File: src/rtl/dest_hazard_ctrl.sv
// -----------------------------------------------------------------------------
// dest_hazard_ctrl
//
// Execute-stage hazard and forwarding controller. Selects the EX write
// destination (rd or rt), tracks that destination with its write/load
// attributes through MEM and WB, and from the tracked state derives the EX
// operand forwarding selects and the load-use stall / ID-EX bubble.
//
// Ports
//   clk, rst_n            pipeline clock (rising edge), async active-low reset
//   id_rs, id_rt          ID-stage source register numbers
//   id_uses_rs/_rt        ID instruction actually reads rs / rt
//   id_flush              ID instruction is being squashed
//   ex_valid              ID/EX holds a real instruction
//   ex_rs, ex_rt, ex_rd   EX-stage register fields
//   ex_reg_dst            1: destination rd, 0: destination rt
//   ex_reg_write          EX instruction writes the register file
//   ex_mem_read           EX instruction is a load
//   mem_busy              memory stage not ready; whole pipeline freezes
//   ex_dest               selected EX destination
//   fwd_a, fwd_b          2'b00 regfile, 2'b10 from EX/MEM, 2'b01 from MEM/WB
//   stall                 hold PC and IF/ID
//   ex_bubble             clear ID/EX on the next edge
//   stall_count           saturating count of load-use bubbles
//
// All control outputs are combinational in the same cycle and are forced to
// zero while rst_n is low.
// -----------------------------------------------------------------------------
module dest_hazard_ctrl #(
    parameter int CNT_W = 16
) (
    input  logic             clk,
    input  logic             rst_n,
    input  logic [4:0]       id_rs,
    input  logic [4:0]       id_rt,
    input  logic             id_uses_rs,
    input  logic             id_uses_rt,
    input  logic             id_flush,
    input  logic             ex_valid,
    input  logic [4:0]       ex_rs,
    input  logic [4:0]       ex_rt,
    input  logic [4:0]       ex_rd,
    input  logic             ex_reg_dst,
    input  logic             ex_reg_write,
    input  logic             ex_mem_read,
    input  logic             mem_busy,
    output logic [4:0]       ex_dest,
    output logic [1:0]       fwd_a,
    output logic [1:0]       fwd_b,
    output logic             stall,
    output logic             ex_bubble,
    output logic [CNT_W-1:0] stall_count
);

    localparam logic [1:0] FWD_RF  = 2'b00;
    localparam logic [1:0] FWD_MEM = 2'b10;
    localparam logic [1:0] FWD_WB  = 2'b01;

    // Forwarding select for one operand. The MEM stage is the newest value and
    // wins over WB. A load sitting in MEM has no data yet, so it never
    // forwards from EX/MEM; the load-use bubble guarantees the consumer sees
    // it from WB instead. Register 0 never matches because the write flags
    // are already cleared for destination 0.
    function automatic logic [1:0] fwd_sel(
        input logic [4:0] src,
        input logic [4:0] m_dest,
        input logic       m_w,
        input logic       m_load,
        input logic [4:0] w_dest,
        input logic       w_w
    );
        logic [1:0] sel;
        if (m_w && (m_dest == src) && !m_load) begin
            sel = FWD_MEM;
        end else if (w_w && (w_dest == src)) begin
            sel = FWD_WB;
        end else begin
            sel = FWD_RF;
        end
        return sel;
    endfunction

    // Tracker state
    logic [4:0]       mem_dest_r;
    logic             mem_w_r;
    logic             mem_load_r;
    logic [4:0]       wb_dest_r;
    logic             wb_w_r;
    logic [CNT_W-1:0] stall_count_r;

    // Combinational results
    logic [4:0] dest_sel_s;
    logic       ex_w_s;
    logic       ex_load_s;
    logic       luh_s;
    logic [4:0] ex_dest_s;
    logic [1:0] fwd_a_s;
    logic [1:0] fwd_b_s;
    logic       stall_s;
    logic       ex_bubble_s;

    // Destination select, effective write, load-use detect and output gating
    always_comb begin
        dest_sel_s  = ex_reg_dst ? ex_rd : ex_rt;
        ex_w_s      = ex_valid & ex_reg_write & (dest_sel_s != 5'd0);
        ex_load_s   = ex_w_s & ex_mem_read;
        luh_s       = ex_load_s &
                      ((id_uses_rs & (id_rs == dest_sel_s)) |
                       (id_uses_rt & (id_rt == dest_sel_s)));
        ex_dest_s   = 5'd0;
        fwd_a_s     = FWD_RF;
        fwd_b_s     = FWD_RF;
        stall_s     = 1'b0;
        ex_bubble_s = 1'b0;
        if (rst_n) begin
            ex_dest_s   = dest_sel_s;
            fwd_a_s     = fwd_sel(ex_rs, mem_dest_r, mem_w_r, mem_load_r,
                                  wb_dest_r, wb_w_r);
            fwd_b_s     = fwd_sel(ex_rt, mem_dest_r, mem_w_r, mem_load_r,
                                  wb_dest_r, wb_w_r);
            // A squashed consumer needs no stall; a frozen memory stage
            // stalls everything but must not inject a bubble, so the
            // pipeline resumes intact.
            stall_s     = (luh_s & ~id_flush) | mem_busy;
            ex_bubble_s = luh_s & ~id_flush & ~mem_busy;
        end else begin
            ex_dest_s   = 5'd0;
        end
    end

    // EX->MEM->WB destination tracker; the EX slot is captured as-is on a
    // load-use stall because the bubble only goes into ID/EX
    always_ff @(posedge clk or negedge rst_n) begin
        if (!rst_n) begin
            mem_dest_r <= 5'd0;
            mem_w_r    <= 1'b0;
            mem_load_r <= 1'b0;
            wb_dest_r  <= 5'd0;
            wb_w_r     <= 1'b0;
        end else if (!mem_busy) begin
            mem_dest_r <= dest_sel_s;
            mem_w_r    <= ex_w_s;
            mem_load_r <= ex_load_s;
            wb_dest_r  <= mem_dest_r;
            wb_w_r     <= mem_w_r;
        end else begin
            mem_dest_r <= mem_dest_r;
            mem_w_r    <= mem_w_r;
            mem_load_r <= mem_load_r;
            wb_dest_r  <= wb_dest_r;
            wb_w_r     <= wb_w_r;
        end
    end

    // Saturating load-use bubble counter
    always_ff @(posedge clk or negedge rst_n) begin
        if (!rst_n) begin
            stall_count_r <= {CNT_W{1'b0}};
        end else if (ex_bubble_s && (stall_count_r != {CNT_W{1'b1}})) begin
            stall_count_r <= stall_count_r + {{(CNT_W-1){1'b0}}, 1'b1};
        end else begin
            stall_count_r <= stall_count_r;
        end
    end

    assign ex_dest     = ex_dest_s;
    assign fwd_a       = fwd_a_s;
    assign fwd_b       = fwd_b_s;
    assign stall       = stall_s;
    assign ex_bubble   = ex_bubble_s;
    assign stall_count = stall_count_r;

endmodule

File: config.mk
export PLATFORM = sky130hd
export DESIGN_NAME = dest_hazard_ctrl
export DESIGN_NICKNAME = d
export VERILOG_FILES = /design/src/rtl/dest_hazard_ctrl.sv
export SDC_FILE = /design/constraint.sdc
export NUM_CORES = 1
export LEC_CHECK = 0
export CAP_MARGIN = 25
export CORE_AREA = 2 2 60 68
export CTS_BUF_LIST = sky130_fd_sc_hd__clkbuf_2
export DETAILED_ROUTE_END_ITERATION = 16
export DIE_AREA = 0 0 62 70
export HOLD_SLACK_MARGIN = 0.15
export PLACE_DENSITY = 0.85
export SKIP_CTS_REPAIR_TIMING = 1
export SYNTH_ARGS = -nofsm -noshare
export SYNTH_HDL_FRONTEND = slang
export SYNTH_SLANG_ARGS = --single-unit
File: constraint.sdc
create_clock -name clk -period 7.2 [get_ports clk]
set_input_delay 1.44 -clock clk [delete_from_list [all_inputs] [get_ports clk]]
set_output_delay 1.44 -clock clk [all_outputs]
set_load 0.02 [all_outputs]
run_1/io_placement.png
Drawn at 6 px/um. Pins as bars across the die edge, other pins in gray.
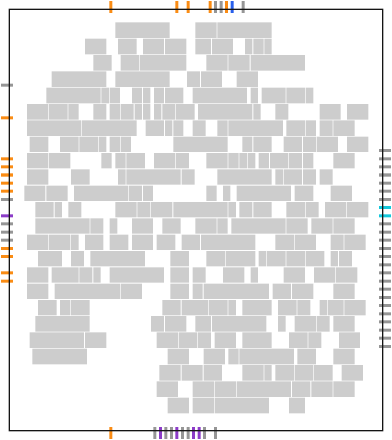
| color | port | pins | direction | edge |
|---|---|---|---|---|
| cyan | `fwd_b` | 2 | output | right |
| blue | `mem_busy` | 1 | input | top |
| purple | `id_rs` | 5 | input | 4 bottom, 1 left |
| orange | `stall_count` | 16 | output | 10 left, 5 top, 1 bottom |
all pins by edge: 25 right, 16 left, 12 bottom, 9 top

run_1/flops_by_reg.png
Drawn at 4 px/um. Other sequential cells in the stronger gray, the rest of the logic in the fainter gray.
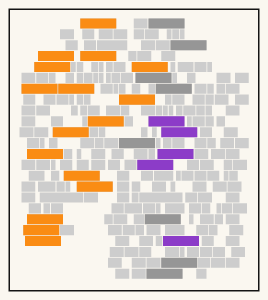
| color | name in the netlist | flops |
|---|---|---|
| purple | `wb_dest_r` | 5 |
| orange | `stall_count` | 16 |

==> results.cfg, run 1 <==
; synthesis and place-and-route metrics
[outcome]
status = complete, no violations

[finish]
num-fill-cells = 294
seq_area_share_pct = 28.8
fin_cells = 294
largest_reg_flops = 16
final-seq-area_um2 = 726
finish.instance_area_um2 = 2520
comb_area_um2 = 987
ff_count = 29
area_growth_syn_to_layout_pct = 41.9
clkCellAreaFrac_pct = 3.58
comb_area_share_pct = 39.2
comb_cells = 135

[grt]
use_met2_pct = 36.1
grt_pass1_vias = 1612
use_met3_pct = 8.15
grt_overflow_total = 0
use_met1_pct = 26.7
grt_max_degree = 22
busiest_layer = met2
grtUsageTotal_pct = 22.6

[clocking]
clockBufferDepth = 2
h-tree-depth = 2
clock-root-buffer = clkbuf_2
clock_latency_ns = 0.38
cts_buffers = 5

[placement]
io_buffers = 61
dp.final_hpwl_mm = 3.44
dpl-instance-area_um2 = 2430

[die]
chipHeight_um = 70
tapCellCount = 52
dieArea_um2 = 4340
io_pins = 62
coreArea_um2 = 3750
die-width_um = 62

[synth]
floorplan.nets = 212
synthFlopType = dfrtp_1
ys_chip_area_um2 = 1770
common_cells = xnor2_1, dfrtp_1, nand2_1
top_cells_by_area = dfrtp_1, xnor2_1, xor2_1
synthCells = 176
yosysMostFrequentCell = xnor2_1
synth.cell_area_um2 = 1770
top_area_share_pct = 40.9
ys_async_sr_fraction_pct = 100
yosys_warnings = 0
synth-edff-count = 0
topCombFamilyByArea = XOR/XNOR gates
ys_sh_xor_pct = 22.2
syn_avg_cell_area_um2 = 10.1
synthDistinctLibCells = 35

[route]
dr_wl_met3_um = 372
route.met2.wl_mm = 2.21
drt-met1-wl_mm = 1.71
remaining_drc_errors = 0
ant_nets = 0
route.vias.total = 1509
drt_iter0_markers = 47
vias_per_cell = 5.13

[power]
clkPwrFrac_pct = 36.5
intPower_w = 0.000312
p_sw_w = 0.000109
powerComb_w = 0.0000859
combPwrFrac_pct = 20.4
p_sw_share_pct = 26.0
vdd_drop_max_v = 0.000232
total_power_w = 0.000421
p_clk_w = 0.000154
maxPowerGroup = sequential cells
share_seq_of_total_power_pct = 43.1
p_seq_w = 0.000181
p_leak_nw = 1.07

[critical_path]
endpoint = stall
worst-path-buf-inv = 2
reg2reg_depth = 7
max_stage_delay_ns = 0.73
worstSetupStartpointType = input port
cp-end-kind = output port
path_depth = 8
required_ns = 5.76
cpLargestDelayFamily = buffers and inverters
r2r_slack_ns = 4.85
worstReg2RegEnd = stall_count[1]$_DFFE_PN0P_

[timing]
setup_tns_ns = 0
period_used_pct = 80.9
slew_viol_final = 0
holdWs_ns = 0.495
setup_viol = 0
max_slew.worst_pin.slew_ns = 0.792
fmax_mhz = 172

[worst_hold_path]
worstHoldPathCells = 1
min_from = stall_count[9]$_DFFE_PN0P_

[job]
drv_cap = 0
run_1/detail.png
Region (18, 8) to (43, 33) um. Cells in gray, sequential cells in the stronger gray; small squares are vias.
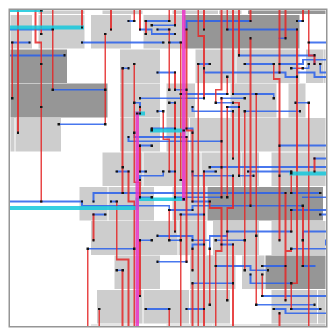
| color | layer |
|---|---|
| magenta | metal 4 |
| blue | metal 1 |
| cyan | metal 3 |
| red | metal 2 |
most frequent: xnor2_1 (9), clkdlybuf4s50_1 (8), dfrtp_1 (4)
cells with their middle in the window: 40
sequential cells in the window: 4
netlist names of flops here include: `wb_dest_r` (2)

--- run 2 (diff from run 1) ---
Settings changed: CORE_AREA 2 2 60 68 to 2 2 62 70, DIE_AREA 0 0 62 70 to 0 0 64 72, PLACE_DENSITY 0.85 to 0.81.
Clock period 7.2 ns to 6 ns, I/O delays scaled along.
run_2/io_placement.png
Drawn at 6 px/um. Pins as bars across the die edge, other pins in gray.
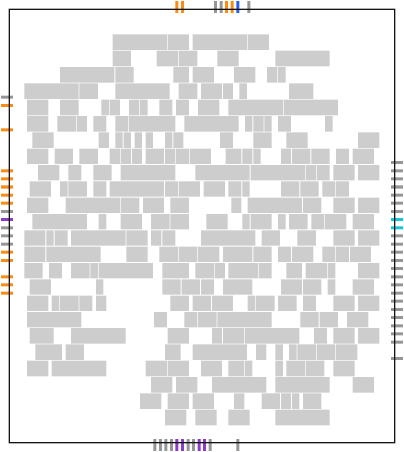
| color | port | pins | direction | edge |
|---|---|---|---|---|
| blue | `mem_busy` | 1 | input | top |
| purple | `id_rs` | 5 | input | 4 bottom, 1 left |
| orange | `stall_count` | 16 | output | 12 left, 4 top |
| cyan | `fwd_b` | 2 | output | right |
all pins by edge: 24 right, 18 left, 12 bottom, 8 top

==> run 2 against run 1 <==
  * Die area up 6.2%
  * Via count shrank 1.7%
  * Worst setup slack worse by 0.69 ns
  * Synthesized cell count stayed put
  * Clock skew down 0.0055 ns
  * Wire length shrank 0.18%
  * Critical path depth is the same
  * Largest power group unchanged
  * Highest routed layer unchanged
==> results.cfg, run 2 <==
; synthesis and place-and-route metrics
[timing]
hold_viol = 0
slew_viol_final = 0
holdWs_ns = 0.489
fmax_mhz = 188
period_used_pct = 88.6
setup_viol = 0
rsz0062_at_grt = no
max_slew.worst_pin.slew_ns = 0.714
slew_headroom_pct = 52.1
fin_skew_ns = 0.0167
min_period_ns = 5.32
setup_ws_ns = 0.684
setup_tns_ns = 0

[route]
drt-total-wl_mm = 4.40
route.met2.wl_mm = 2.16
remaining_drc_errors = 0
drt-pass1-iter-count = 4
dr_wl_met3_um = 389
wire_per_inst_um = 15.0
route.vias.total = 1484
vias_per_cell = 5.05
dr.max_layer_used = met4
drt-met1-wl_mm = 1.79
ant_nets = 0
drt_iter0_markers = 50

[power]
p_seq_w = 0.000218
maxPowerGroup = sequential cells
powerComb_w = 0.000103
p_sw_w = 0.000121
share_seq_of_total_power_pct = 52.9
p_sw_share_pct = 29.5
total_power_w = 0.000411
vdd_drop_max_v = 0.0000877
combPwrFrac_pct = 25.0
power-per-cell-area_nw_per_um2 = 167
clkPwrFrac_pct = 22.1
p_leak_nw = 1.05
intPower_w = 0.000290
p_clk_w = 0.0000907

[finish]
lay_top_count = clkdlybuf4s50_1
drive_gt1_share_pct = 7.02
area_growth_syn_to_layout_pct = 39.2
comb_area_um2 = 987
fin_cells = 294
largest_reg_flops = 16
comb_area_share_pct = 40.0
non_clock_buffer_count = 63
finish.instance_area_um2 = 2470
nNetsFinal = 278
final-seq-area_um2 = 726
clkCellAreaFrac_pct = 1.37
buffer_area_share_pct = 25.4
final_util_pct = 63.7
seq_area_share_pct = 29.4
ff_count = 29
clkbuf_count = 6
final_cell_mix = clkdlybuf4s50_1, xnor2_1, dfrtp_1, nand2_1, xor2_1
inverters = 8
num_antenna_cells = 0
comb_cells = 135
num-fill-cells = 327

[grt]
grtUsageTotal_pct = 20.2
grt_max_degree = 23
use_met1_pct = 23.0
grt_antenna_before_repair = 0
use_met3_pct = 8.06
use_met2_pct = 34.0
grt_pass1_vias = 1466
grt_pass1_wl_mm = 7.07
grt_overflow_total = 0
busiest_layer = met2

[synth]
common_cells = xnor2_1, dfrtp_1, nand2_1
synth-edff-count = 0
ys_async_sr_fraction_pct = 100
ys_cells = 176
synth.cell_area_um2 = 1770
top_area_share_pct = 40.9
synthCells = 176
syn_avg_cell_area_um2 = 10.1
ys_chip_area_um2 = 1770
synthFlopType = dfrtp_1
yosysTopAreaCell = dfrtp_1
mux_area_share_pct = 7.55
yosys_warnings = 0
yosys.area_share.adder_pct = 0.706
synthDistinctLibCells = 35
yosysMostFrequentCell = xnor2_1
topCombFamilyByArea = XOR/XNOR gates
floorplan.nets = 212
simple_gate_share_pct = 21.5
ys_seq_share_pct = 40.9
yosys_register_bits = 29
ys_sh_xor_pct = 22.2
synthAoiAreaFrac_pct = 3.67
top_cells_by_area = dfrtp_1, xnor2_1, xor2_1

[critical_path]
startpoint = ex_reg_dst
reg2reg_depth = 7
cp_max_fo = 8
cpLargestDelayFamily = buffers and inverters
worstReg2RegEnd = stall_count[1]$_DFFE_PN0P_
path_cells = clkdlybuf4s50_1, mux2i_2, xnor2_1, nor4_2, a32oi_1, or2_1, a21boi_0, clkdlybuf4s50_1
max_stage_delay_ns = 0.73
critical-path-slowest-cell = clkdlybuf4s50_1
worstSetupStartpointType = input port
cp-end-kind = output port
path_depth = 8
endpoint = stall
required_ns = 4.80
worst-path-buf-inv = 2
critPathKind = in2out
r2r_slack_ns = 3.64
cp_common_cell = clkdlybuf4s50_1

[job]
drv_cap = 0
warnings = 26

[worst_hold_path]
min_from = mem_load_r$_DFFE_PN0N_
worstHoldPathCells = 2
holdPathEnd = mem_load_r$_DFFE_PN0N_

[clocking]
clock-root-buffer = clkbuf_2
clock_latency_ns = 0.35
cts.clk_slew.worst_paths_ns = 0.14
clockBufferDepth = 2
cts_buffers = 5
h-tree-depth = 2

[die]
coreArea_um2 = 3870
tapCellCount = 52
dieArea_um2 = 4610
die-width_um = 64
chipHeight_um = 72
std_cell_rows = 24
io_pins = 62

[placement]
dp.final_hpwl_mm = 3.46
place_inst = 287
gp_congestion = 0.856
dpl_worst_slack_ns = 0.690
dpl-instance-area_um2 = 2430
io_buffers = 61

[outcome]
status = complete, no violations
--- run 3 (diff from run 2) ---
Settings changed: CORE_AREA 2 2 62 70 to 2 2 63 71, DIE_AREA 0 0 64 72 to 0 0 65 73, PLACE_DENSITY 0.81 to 0.78, SKIP_LAST_GASP from default to 1.
run_3/congestion.png
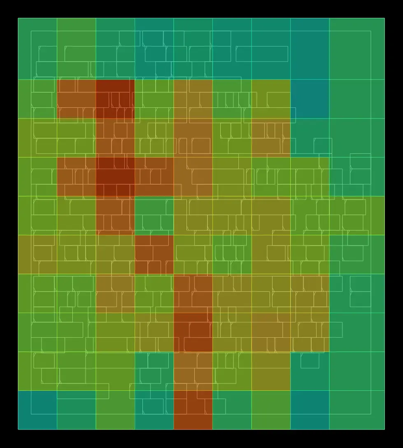
GRT Total Usage: 19.2%
met2 Track Usage GR: 32.5%

==> run 3 against run 2 <==
  * Hold slack improved by 0.0076 ns
  * Clock skew decreased by 0.010 ns
  * Sequential cell count unchanged
  * Worst setup slack improved by 0.032 ns
  * Highest routed layer unchanged
==> results.cfg, run 3 <==
; synthesis and place-and-route metrics
[finish]
finish.instance_area_um2 = 2500
area_growth_syn_to_layout_pct = 41.0
nNetsFinal = 278
final-seq-area_um2 = 726
inverters = 8
final_cell_mix = clkdlybuf4s50_1, xnor2_1, dfrtp_1, nand2_1, xor2_1
fin_cells = 297
comb_cells = 135
final_util_pct = 61.0
clkCellAreaFrac_pct = 2.55
comb_area_share_pct = 39.5
buffer_area_share_pct = 25.0
non_clock_buffer_count = 63
comb_area_um2 = 987
lay_top_count = clkdlybuf4s50_1
ff_count = 29
drive_gt1_share_pct = 7.41
largest_reg_flops = 16
clkbuf_count = 6

[die]
die-width_um = 65
io_pins = 62
coreArea_um2 = 4100
tapCellCount = 54
std_cell_rows = 25

[route]
drt-pass1-iter-count = 4
drt_iter0_markers = 38
remaining_drc_errors = 0
dr.max_layer_used = met4
route.met2.wl_mm = 2.03
drt-total-wl_mm = 4.21
dr_wl_met3_um = 305
vias_per_cell = 4.94
route.vias.total = 1466
wire_per_inst_um = 14.2

[timing]
fin_skew_ns = 0.00638
rsz0062_at_grt = no
holdWs_ns = 0.496
setup_viol = 0
setup_ws_ns = 0.716
max_slew.worst_pin.slew_ns = 0.688
min_period_ns = 5.28
hold_viol = 0
fmax_mhz = 189
slew_viol_final = 0

[job]
warnings = 26
drv_cap = 0

[critical_path]
path_depth = 8
worst-path-buf-inv = 2
worstSetupStartpointType = input port
worstReg2RegEnd = stall_count[14]$_DFFE_PN0P_
required_ns = 4.80
critical-path-slowest-cell = clkdlybuf4s50_1
path_cells = clkdlybuf4s50_1, mux2i_2, xnor2_1, nor4_2, a32oi_1, or2_1, a21boi_0, clkdlybuf4s50_1
r2r_slack_ns = 3.63
cp-end-kind = output port
max_stage_delay_ns = 0.72
cp_max_fo = 8
startpoint = ex_reg_dst
cp_common_cell = clkdlybuf4s50_1
critPathKind = in2out

[worst_hold_path]
worstHoldPathCells = 1
holdPathEnd = stall_count[9]$_DFFE_PN0P_

[synth]
synthAoiAreaFrac_pct = 3.67
topCombFamilyByArea = XOR/XNOR gates
syn_avg_cell_area_um2 = 10.1
yosysMostFrequentCell = xnor2_1
synthDistinctLibCells = 35
synthFlopType = dfrtp_1
top_area_share_pct = 40.9
synthCells = 176
ys_async_sr_fraction_pct = 100
synth-edff-count = 0
yosysTopAreaCell = dfrtp_1
ys_seq_share_pct = 40.9
ys_cells = 176
simple_gate_share_pct = 21.5
mux_area_share_pct = 7.55
ys_chip_area_um2 = 1770
floorplan.nets = 212
ys_sh_xor_pct = 22.2
yosys_warnings = 0

[power]
p_leak_nw = 1.06
clkPwrFrac_pct = 30.5
intPower_w = 0.000334
powerComb_w = 0.000101
total_power_w = 0.000458
p_sw_share_pct = 27.2
vdd_drop_max_v = 0.000152
power-per-cell-area_nw_per_um2 = 183
share_seq_of_total_power_pct = 47.5
p_clk_w = 0.000140
p_seq_w = 0.000218
combPwrFrac_pct = 22.0
maxPowerGroup = sequential cells
p_sw_w = 0.000125

[grt]
grt_pass1_wl_mm = 7.05
use_met3_pct = 6.48
grt_overflow_total = 0
use_met1_pct = 24.2
grt_antenna_before_repair = 0

[placement]
gp_congestion = 0.790
dp.final_hpwl_mm = 3.34
io_buffers = 61

[clocking]
cts_buffers = 5
clockBufferDepth = 2
clock_latency_ns = 0.36

[outcome]
status = complete, no violations

==> layout pictures side by side <==
Selected gate families.
Drawn at 4 px/um.
shot_01.png
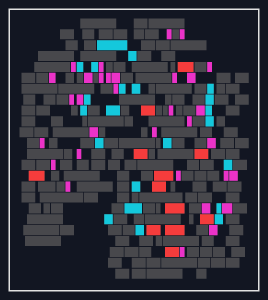
shot_02.png
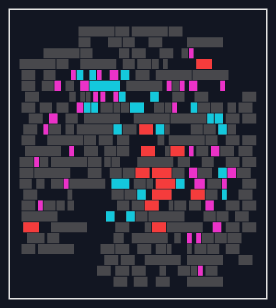
shot_03.png
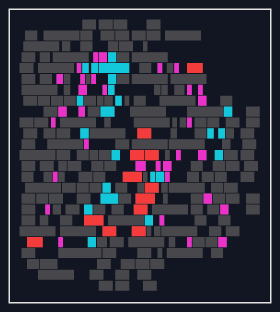
shot_03.png -> run 3
shot_02.png -> run 2
shot_01.png -> run 1

Key to shot_03.png:
| color | family | cells |
|---|---|---|
| cyan | NOR gates | 22 |
| magenta | NAND gates | 32 |
| red | multiplexers | 12 |

Power and IR drop assume default switching activity.
